$ cat config.mk
export PLATFORM = sky130hd
export DESIGN_NAME = pipe_mux_nto1
export DESIGN_NICKNAME = d
export VERILOG_FILES = /design/src/rtl/pipe_mux_nto1.sv
export SDC_FILE = /design/constraint.sdc
export NUM_CORES = 1
export LEC_CHECK = 0
export CAP_MARGIN = 20
export CORE_UTILIZATION = 34
export DETAILED_ROUTE_END_ITERATION = 8
export PLACE_DENSITY = 0.8
export SLEW_MARGIN = 5
export SYNTH_ARGS = -nofsm -noshare
export SYNTH_HDL_FRONTEND = slang
export SYNTH_SLANG_ARGS = --single-unit
$ cat constraint.sdc
create_clock -name clk -period 1.3 [get_ports clk]
set_input_delay 0.26 -clock clk [delete_from_list [all_inputs] [get_ports clk]]
set_output_delay 0.26 -clock clk [all_outputs]
set_load 0.01 [all_outputs]
$ cat src/rtl/pipe_mux_nto1.sv
// N-to-1 WIDTH-bit selector with one registered output stage, valid/ready flow control and
// invalid-select error reporting. Define PIPE_MUX_ERRCNT_EN to add the saturating err_count.
module pipe_mux_nto1 #(
    parameter  int WIDTH  = 16,
    parameter  int NUM_IN = 3,
    localparam int SEL_W  = $clog2(NUM_IN)
) (
    input  logic                    clk,
    input  logic                    rst_n,
    input  logic [NUM_IN*WIDTH-1:0] in_data,
    input  logic [SEL_W-1:0]        sel,
    input  logic                    in_valid,
    output logic                    in_ready,
    output logic [WIDTH-1:0]        out_data,
    output logic                    out_valid,
    input  logic                    out_ready,
    output logic                    err_sel,
    output logic                    err_sticky,
    input  logic                    err_clr,
    output logic [7:0]              err_count
);

    localparam logic [SEL_W:0] NUM_IN_L = (SEL_W+1)'(NUM_IN);

    logic [NUM_IN-1:0][WIDTH-1:0] lane;
    logic [WIDTH-1:0]             sel_data;
    logic                         sel_ok;
    logic                         accept;
    logic                         pop;
    logic                         bad_acc;

    // AND-OR selection: unselected slices are forced to zero, so X on them never reaches out_data.
    for (genvar i = 0; i < NUM_IN; i++) begin : g_lane
        assign lane[i] = (sel == SEL_W'(i)) ? in_data[i*WIDTH +: WIDTH] : '0;
    end

    always_comb begin
        sel_data = '0;
        for (int i = 0; i < NUM_IN; i++) sel_data = sel_data | lane[i];
    end

    assign sel_ok   = ({1'b0, sel} < NUM_IN_L);
    assign in_ready = !out_valid || out_ready;
    assign accept   = in_valid && in_ready;
    assign pop      = out_valid && out_ready;
    assign bad_acc  = accept && !sel_ok;

    always_ff @(posedge clk) begin
        if (!rst_n) begin
            out_data   <= '0;
            out_valid  <= 1'b0;
            err_sel    <= 1'b0;
            err_sticky <= 1'b0;
        end else begin
            err_sel <= bad_acc;
            if (accept) begin
                // An invalid select is consumed: it empties the stage but leaves the data register alone.
                out_valid <= sel_ok;
                if (sel_ok) out_data <= sel_data;
            end else if (pop) begin
                out_valid <= 1'b0;
            end
            if (bad_acc)      err_sticky <= 1'b1;
            else if (err_clr) err_sticky <= 1'b0;
        end
    end

`ifdef PIPE_MUX_ERRCNT_EN
    logic [7:0] cnt;

    always_ff @(posedge clk) begin
        if (!rst_n)                       cnt <= '0;
        else if (err_clr)                 cnt <= bad_acc ? 8'd1 : 8'd0;
        else if (bad_acc && cnt != 8'hFF) cnt <= cnt + 8'd1;
    end

    assign err_count = cnt;
`else
    assign err_count = '0;
`endif

endmodule
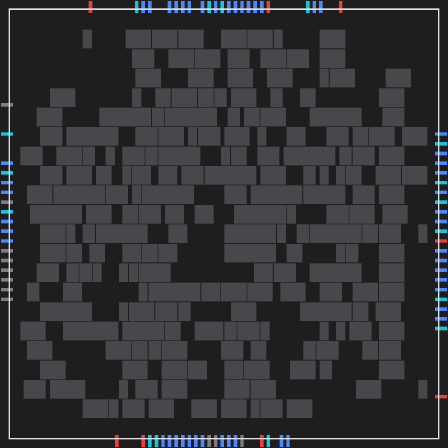
Run 1: pin map
Pins as bars across the die edge, other pins in gray.
legend:
  cyan:
    port: `out_data`
    pins: 16
    direction: output
    edge: 6 east, 4 north, 3 west, 3 south
  blue:
    port: `in_data`
    pins: 48
    direction: input
    edge: 16 north, 14 east, 12 south, 6 west
  red:
    port: `err_count`
    pins: 8
    direction: output
    edge: 3 south, 3 north, 2 east
all pins by edge: 23 north, 22 east, 21 south, 17 west
Chip Width: 59.8 um
buffers added on ports: 74
Die Height: 59.8 um

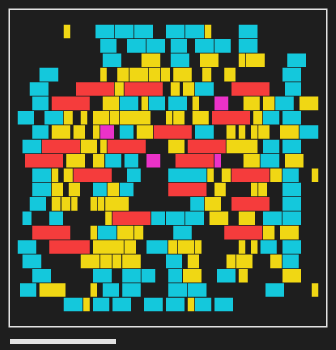
Run 1: cells colored by class
Scale bar: 20 um.
legend:
  yellow:
    class: all other logic
    cells: 99
    share_of_their_area: 35%
  red:
    class: flip-flops
    cells: 19
    share_of_their_area: 20%
  cyan:
    class: other buffers and delay cells
    cells: 86
    share_of_their_area: 43%
  magenta:
    class: clock drivers and dummy loads
    cells: 4
    share_of_their_area: 1.4%
Final Cell Area: 0.00194 mm2
Core Footprint: 0.00310 mm2
flop share of the area: 19.6%
Final Core Density: 62.6%
row count: 20

==> impl_metrics.tcl, run 1 <==
# yosys + openroad results
set metrics [dict create \
    status "finished clean" \
    grt_max_degree 25 \
    fmax_mhz 807 \
    slowest_delay_ns 0.40 \
    period_used_pct 95.4 \
    wl_met1_um 1280 \
    timing.rr.start "out_valid" \
    ys_top_cells_by_count "dfxtp_1 (19), nand2_1 (18), a32oi_1 (16), mux2i_1 (16), o21ai_0 (16)" \
    setup_slack_ns 0.0601 \
    vias 1242 \
    postCtsHoldBufs 0 \
    ctsRootBufferMaster "clkbuf_4" \
    logic_family "AND-OR/OR-AND gates" \
    postSynthCellCount 131 \
    cap_violations 0 \
    drc 0 \
    tritoncts "yes" \
    peakVddDrop_v 0.000532 \
    skew_ns 0.00674 \
    end_kind "register" \
    post-place-ws_ns -0.351 \
    ys_area_mm2 0.00114 \
    crit_top_cell "buf_4" \
    clock_buffers 4 \
    regArea_um2 382 \
    synth.cellmix.simpleShare_pct 19.0 \
    cts_buffers 3 \
    detailed_place_hpwl_um 2670 \
    power_leakage_uw 0.000831 \
    finalHoldViolations 0 \
    grt_use_total_pct 19.0 \
    clk_pin_slew_ns 0.10 \
    ys_types 24 \
    synth.most_common_cell "dfxtp_1" \
    ff_type "dfxtp_1" \
    bufAreaShareNonClock_pct 42.0 \
    final_max_slew_viol_count 0 \
    cp_max_fo 9 \
    grt_pass1_wl_um 5130 \
    layout-drive-gt1-share_pct 12.0 \
    setup_viol 0 \
    xor_share_pct 0 \
    reg2reg_to "out_data[4]" \
    cts.htree.levels 1 \
    nets 264 \
    gp_congestion 0.710 \
    ant_nets 0 \
    ff2ff_path_depth 5 \
    dr.pass1.iters 4 \
    p_int_uw 1050 \
    final_cell_mix "clkdlybuf4s50_1 (53), dlygate4sd2_1 (20), nand2_1 (18), dfxtp_1 (18)" \
    holdPathEnd "out_data[8]" \
    critPathLaunch "out_ready" \
    grt_pass1_vias 1218 \
    cts_setup_buffers 0 \
    power_frac_comb_pct 33.9 \
    largestClassByArea "non-clock buffers" \
    swShare_pct 27.6 \
    grt_setup_unrepaired "no" \
    antenna_cells 0 \
    wirelength_um 3350 \
    cts.sinks 19 \
    crit_slowest_cell "clkdlybuf4s50_1" \
    synth_top_area_share_pct 33.4 \
    holdPathStages 2 \
    critPathCapture "out_data[4]" \
    post_drt_wl_per_cell_um 13.3 \
    logic_gates 98 \
    critPathLaunchType "input pin" \
    nWellTaps 44 \
    hold_class "register to register" \
    timing_worst_setup_path_type "input pin to register" \
    ys_seq_share_pct 33.4 \
    yosys.area.top_type "dfxtp_1" \
    p_switching_uw 400 \
    crit_arrival_ns 1.46 \
    ys.flops 19 \
    met1_usage_pct 20.6 \
    mux_share_pct 14.1 \
    inverters_excl_clock 1 \
    signal_buffers 86 \
    logic_area_um2 659 \
    crit_family "buffers and inverters" \
    synth-async-reset-ratio_pct 0 \
]
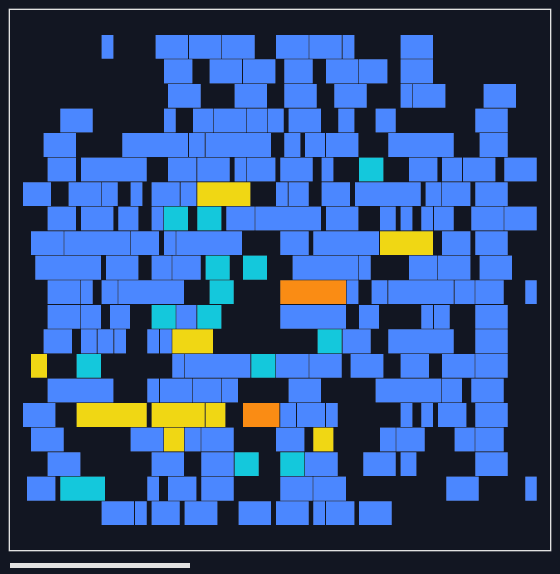
Run 1: drive-strength map
Scale bar: 20 um.
legend:
  blue:
    size: drive 1 or less
    cells: 183
  orange:
    size: drive 6 and up
    cells: 2
  yellow:
    size: drive 2
    cells: 9
  cyan:
    size: drive 3 to 4
    cells: 14

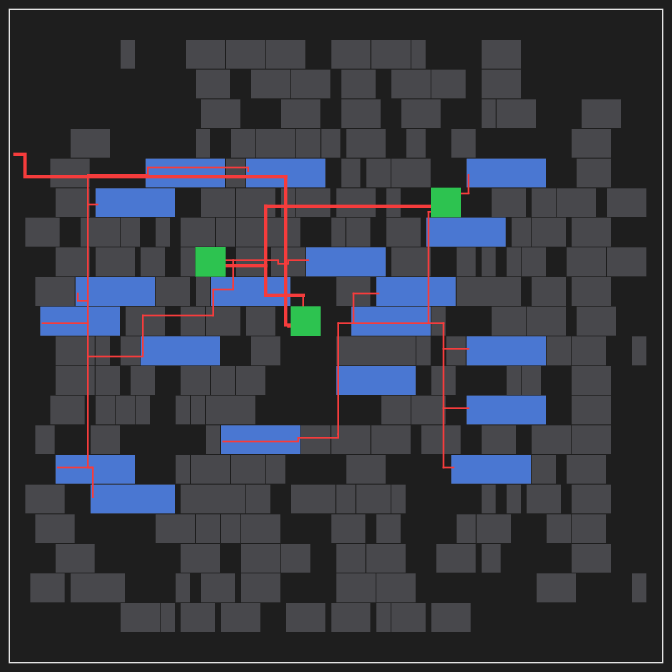
Run 1: clock network drawn from the DEF
legend:
  green:
    item: cells driving clock nets
    count: 3
  red:
    item: clock wires
    length: 235 um
  blue:
    item: flip-flops
    count: 19
routed clock nets: 4
Late-Pin Clk Latency: 0.30 ns
clock network power consumption: 297 uW
clock power share: 20.5%

==> run 1: what timing repair did <==
action / 4_1_cts / 5_1_grt
endpoints found under the setup margin: 23 / 4
pin swaps: 0 / 0
resized: 25 / 4
==> run 1: power by group through the flow <==
stage                     clock, uW  sequential (uW)  combinational, uW
after floorplan                   0              698                198
after CTS                       306              662                486
final                           297              661                491
after detailed placement          0              677                519
after global routing            339              667                532
after global placement            0              674                508
==> run 1: state kept, by name, summed over array words and instances (netlist names) <==
register,count
err_sel,1
err_sticky,1
out_data,16
out_valid,1
==> run 1: per-stage QoR <==
step | TNS (ns) | std cells | hold WS [ns]
final | 0 | 252 | 0.456
after global routing | 0 | 252 | 0.478
after CTS | 0 | 252 | 0.459
after detailed placement | -5.14 | 248 | 0.448
after global placement | -4.26 | 248 | 0.434
after floorplan | 0 | 138 | 0.399
==> inputs of run 2 (changes only) <==
- ABC_CLOCK_PERIOD_IN_PS: not set -> 1300
==> impl_metrics.tcl, run 2 <==
# yosys + openroad results
set metrics [dict create \
    ys_types 24 \
    wl_met1_um 1280 \
    logic_area_um2 659 \
    core_mm2 0.00310 \
    ff_type "dfxtp_1" \
    detailed_place_hpwl_um 2670 \
    nWellTaps 44 \
    bufAreaShareNonClock_pct 42.0 \
    critPathLaunchType "input pin" \
    yosys.area.top_type "dfxtp_1" \
    setup_viol 0 \
    power_leakage_uw 0.000831 \
    synth_area_mm2 0.00114 \
    antenna_cells 0 \
    cts_setup_buffers 0 \
    ff2ff_path_depth 5 \
    postSynthCellCount 131 \
    ys_top_cells_by_count "dfxtp_1 (19), nand2_1 (18), a32oi_1 (16), mux2i_1 (16), o21ai_0 (16)" \
    chipWidth_um 59.8 \
    grt_use_total_pct 19.0 \
    status "finished clean" \
    grt_setup_unrepaired "no" \
    synth_top_area_share_pct 33.4 \
    p_clk_share_pct 20.5 \
    cap_violations 0 \
    grt_pass1_wl_um 5130 \
    powerSeq_uw 661 \
    powerComb_uw 491 \
    skew_ns 0.00674 \
    nets 264 \
    grt_pass1_vias 1218 \
    holdPathStages 2 \
    largestClassByArea "non-clock buffers" \
    ys.flops 19 \
    timing.rr.start "out_valid" \
    crit_slowest_cell "clkdlybuf4s50_1" \
    power_frac_comb_pct 33.9 \
    powerClk_uw 297 \
    p_switching_uw 400 \
    swShare_pct 27.6 \
    regArea_um2 382 \
    signal_buffers 86 \
    tritoncts "yes" \
    period_used_pct 95.4 \
    post_drt_wl_per_cell_um 13.3 \
    clk_pin_slew_ns 0.10 \
    holdPathEnd "out_data[8]" \
    logic_gates 98 \
    crit_family "buffers and inverters" \
    syn_avg_cell_area_um2 8.68 \
    met1_usage_pct 20.6 \
    fmax_mhz 807 \
    layout-drive-gt1-share_pct 12.0 \
    largest_reg_flops 16 \
    final_max_slew_viol_count 0 \
    timing_worst_setup_path_type "input pin to register" \
    synth.most_common_cell "dfxtp_1" \
    ys_seq_share_pct 33.4 \
    gp_congestion 0.710 \
    setup_slack_ns 0.0601 \
    drc 0 \
    end_kind "register" \
    seq_area_share_pct 19.6 \
    postCtsHoldBufs 0 \
    slowest_delay_ns 0.40 \
    grt_max_degree 25 \
    ctsResizeCount 25 \
    hold_class "register to register" \
    regMostFlops "out_data" \
    xor_share_pct 0 \
    clock_latency_ns 0.30 \
    maxPowerGroup "sequential cells" \
    finalHoldViolations 0 \
    cp.required_ns 1.52 \
    p_int_uw 1050 \
    vias 1242 \
    dr.pass1.iters 4 \
    port_buffers 74 \
    mux_share_pct 14.1 \
    inverters_excl_clock 1 \
    final_cell_mix "clkdlybuf4s50_1 (53), dlygate4sd2_1 (20), nand2_1 (18), dfxtp_1 (18)" \
    reg2reg_to "out_data[4]" \
    cp_max_fo 9 \
    ant_nets 0 \
    ctsRootBufferMaster "clkbuf_4" \
    logic_family "AND-OR/OR-AND gates" \
    hold_ws_ns 0.456 \
    crit_arrival_ns 1.46 \
    critPathLaunch "out_ready" \
    wirelength_um 3350 \
    rows 20 \
    synth-async-reset-ratio_pct 0 \
    synth.cellmix.simpleShare_pct 19.0 \
    ys_area_mm2 0.00114 \
    cts.htree.levels 1 \
]
-- run 2: cell counts after synthesis --
No cell type changed its count.
-- run 2: worst max path at each step --
stage,cells past startpoint,endpoint
floorplan,5,out_data[0]
finish,6,out_data[4]
global placement,3,in_ready
global route,6,out_data[10]
CTS,1,out_valid
detailed placement,5,out_data[5]
-- run 2: per-stage QoR --
| stage | std cells | area (um2) | util, % | TNS, ns |
|---|---|---|---|---|
| finish | 252 | 1940 | 62.6 | 0 |
| global placement | 248 | 1920 | 61.9 | -4.26 |
| global route | 252 | 1940 | 62.6 | 0 |
| floorplan | 138 | 1160 | - | 0 |
| detailed placement | 248 | 1920 | 61.9 | -5.14 |
| CTS | 252 | 1920 | 61.9 | 0 |
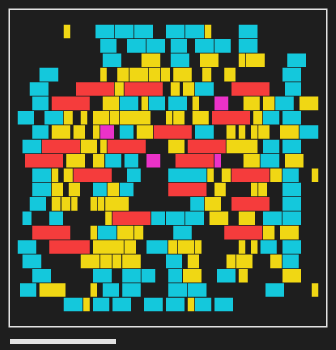
Run 2: cells colored by class
Scale bar: 20 um.
legend:
  red:
    class: flip-flops
    cells: 19
    share_of_their_area: 20%
  magenta:
    class: clock drivers and dummy loads
    cells: 4
    share_of_their_area: 1.4%
  yellow:
    class: all other logic
    cells: 99
    share_of_their_area: 35%
  cyan:
    class: other buffers and delay cells
    cells: 86
    share_of_their_area: 43%

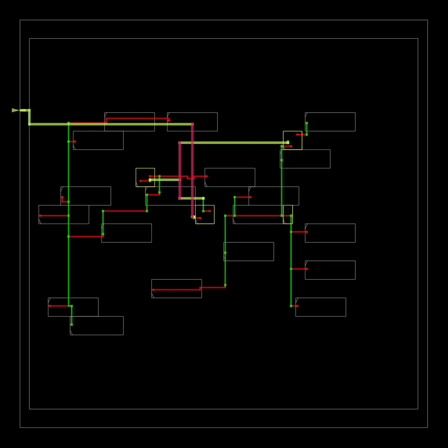
Run 2: the clock network
Flop Count: 19
# clk buffers: 4
clock buffer count from CTS: 3
clk sinks: 19

==> inputs of run 3 (changes only) <==
- CORE_ASPECT_RATIO: not set -> 1.1
==> impl_metrics.tcl, run 3 <==
# yosys + openroad results
set metrics [dict create \
    period_used_pct 97.8 \
    largestClassByArea "non-clock buffers" \
    placedCellCount 238 \
    ys_types 24 \
    reg2reg_to "out_data[2]" \
    ff_type "dfxtp_1" \
    tritoncts "yes" \
    synth.cellmix.simpleShare_pct 19.0 \
    setup_viol 0 \
    crit_arrival_ns 1.49 \
    wirelength_um 3580 \
    ys_area_mm2 0.00114 \
    detailed_place_hpwl_um 2560 \
    layout-drive-gt1-share_pct 11.0 \
    critPathLaunch "sel[1]" \
    antenna_cells 0 \
    drc 12 \
    final_max_slew_viol_count 0 \
    vias 1243 \
    end_kind "register" \
    regMostFlops "out_data" \
    clock_latency_ns 0.29 \
    finalHoldViolations 0 \
    grt_max_degree 24 \
    timing.rr.start "out_valid" \
    clock_buffers 4 \
    cts_buffers 3 \
    powerClk_uw 304 \
    p_switching_uw 410 \
    cp.required_ns 1.52 \
    seq_area_share_pct 19.2 \
    regArea_um2 380 \
    ys_seq_share_pct 33.4 \
    status "finished with violations" \
    cp_max_fo 23 \
    power_leakage_uw 0.000872 \
    ys_top_cells_by_count "dfxtp_1 (19), nand2_1 (18), a32oi_1 (16), mux2i_1 (16), o21ai_0 (16)" \
    timing_worst_setup_path_type "input pin to register" \
    inverters_excl_clock 1 \
    cts.htree.levels 1 \
    postSynthCellCount 131 \
    synth.most_common_cell "dfxtp_1" \
    dpl_cell_area_mm2 0.00192 \
    nets 266 \
    skew_ns 0.00103 \
    ant_nets 0 \
    grt_use_total_pct 19.6 \
    port_buffers 74 \
    gp_congestion 0.695 \
    synth_area_mm2 0.00114 \
    grt_pass1_wl_um 5560 \
    cts_setup_buffers 0 \
    logic_family "AND-OR/OR-AND gates" \
    violations "design-rule violations" \
    final_cells 244 \
    critPathCapture "out_data[10]" \
    cts.sinks 19 \
    swShare_pct 27.7 \
    hold_ws_ns 0.454 \
    ys.flops 19 \
    synth-async-reset-ratio_pct 0 \
    chipWidth_um 57.1 \
    bufAreaShareNonClock_pct 45.0 \
]
## run 3: cell types whose count changed in the layout (fill, tap and decap cells not counted), sizes merged
cell and delta:
bufbuf +2
## run 3: timing repair
item | 4_1_cts | 5_1_grt
resized | 24 | 0
endpoints found under the setup margin | 22 | 0
hold buffers | 0 | 0
## run 3: per-layer routing
| layer | vias to the layer above | GRT usage, % | wire length, um |
|---|---|---|---|
| li1 | 614 | - | - |
| met1 | 576 | 21.8 | 1390 |
| met2 | 49 | 37.1 | 1900 |
| met3 | 4 | 3.93 | 258 |
| met4 | 0 | 4.88 | 25 |
| met5 | - | 0 | 0 |
## run 3: worst max-delay path: stages
cell	delay, ns
clkdlybuf4s50_1	0.55
buf_12	0.23
or2_1	0.24
a32oi_1	0.20
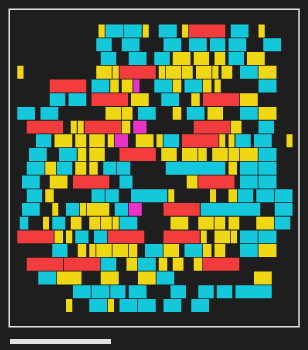
Run 3: cells colored by class
Scale bar: 20 um.
legend:
  red:
    class: flip-flops
    cells: 19
    share_of_their_area: 20%
  cyan:
    class: other buffers and delay cells
    cells: 88
    share_of_their_area: 46%
  magenta:
    class: clock drivers and dummy loads
    cells: 4
    share_of_their_area: 1.4%
  yellow:
    class: all other logic
    cells: 99
    share_of_their_area: 33%
Final Cell Area: 0.00198 mm2
row count: 21

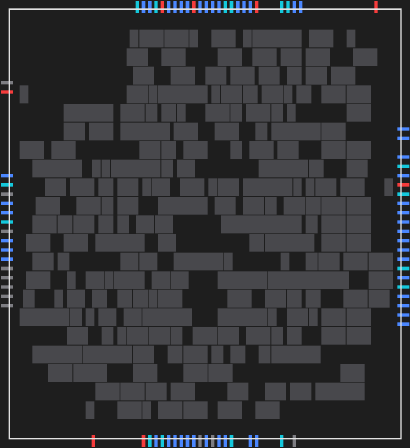
Run 3: pin map
Pins as bars across the die edge, other pins in gray.
legend:
  cyan:
    port: `out_data`
    pins: 16
    direction: output
    edge: 6 north, 4 east, 4 south, 2 west
  red:
    port: `err_count`
    pins: 8
    direction: output
    edge: 4 north, 2 south, 1 west, 1 east
  blue:
    port: `in_data`
    pins: 48
    direction: input
    edge: 16 east, 15 north, 11 south, 6 west
all pins by edge: 25 north, 21 east, 20 south, 17 west

Power is estimated from default activity; no workload was simulated.
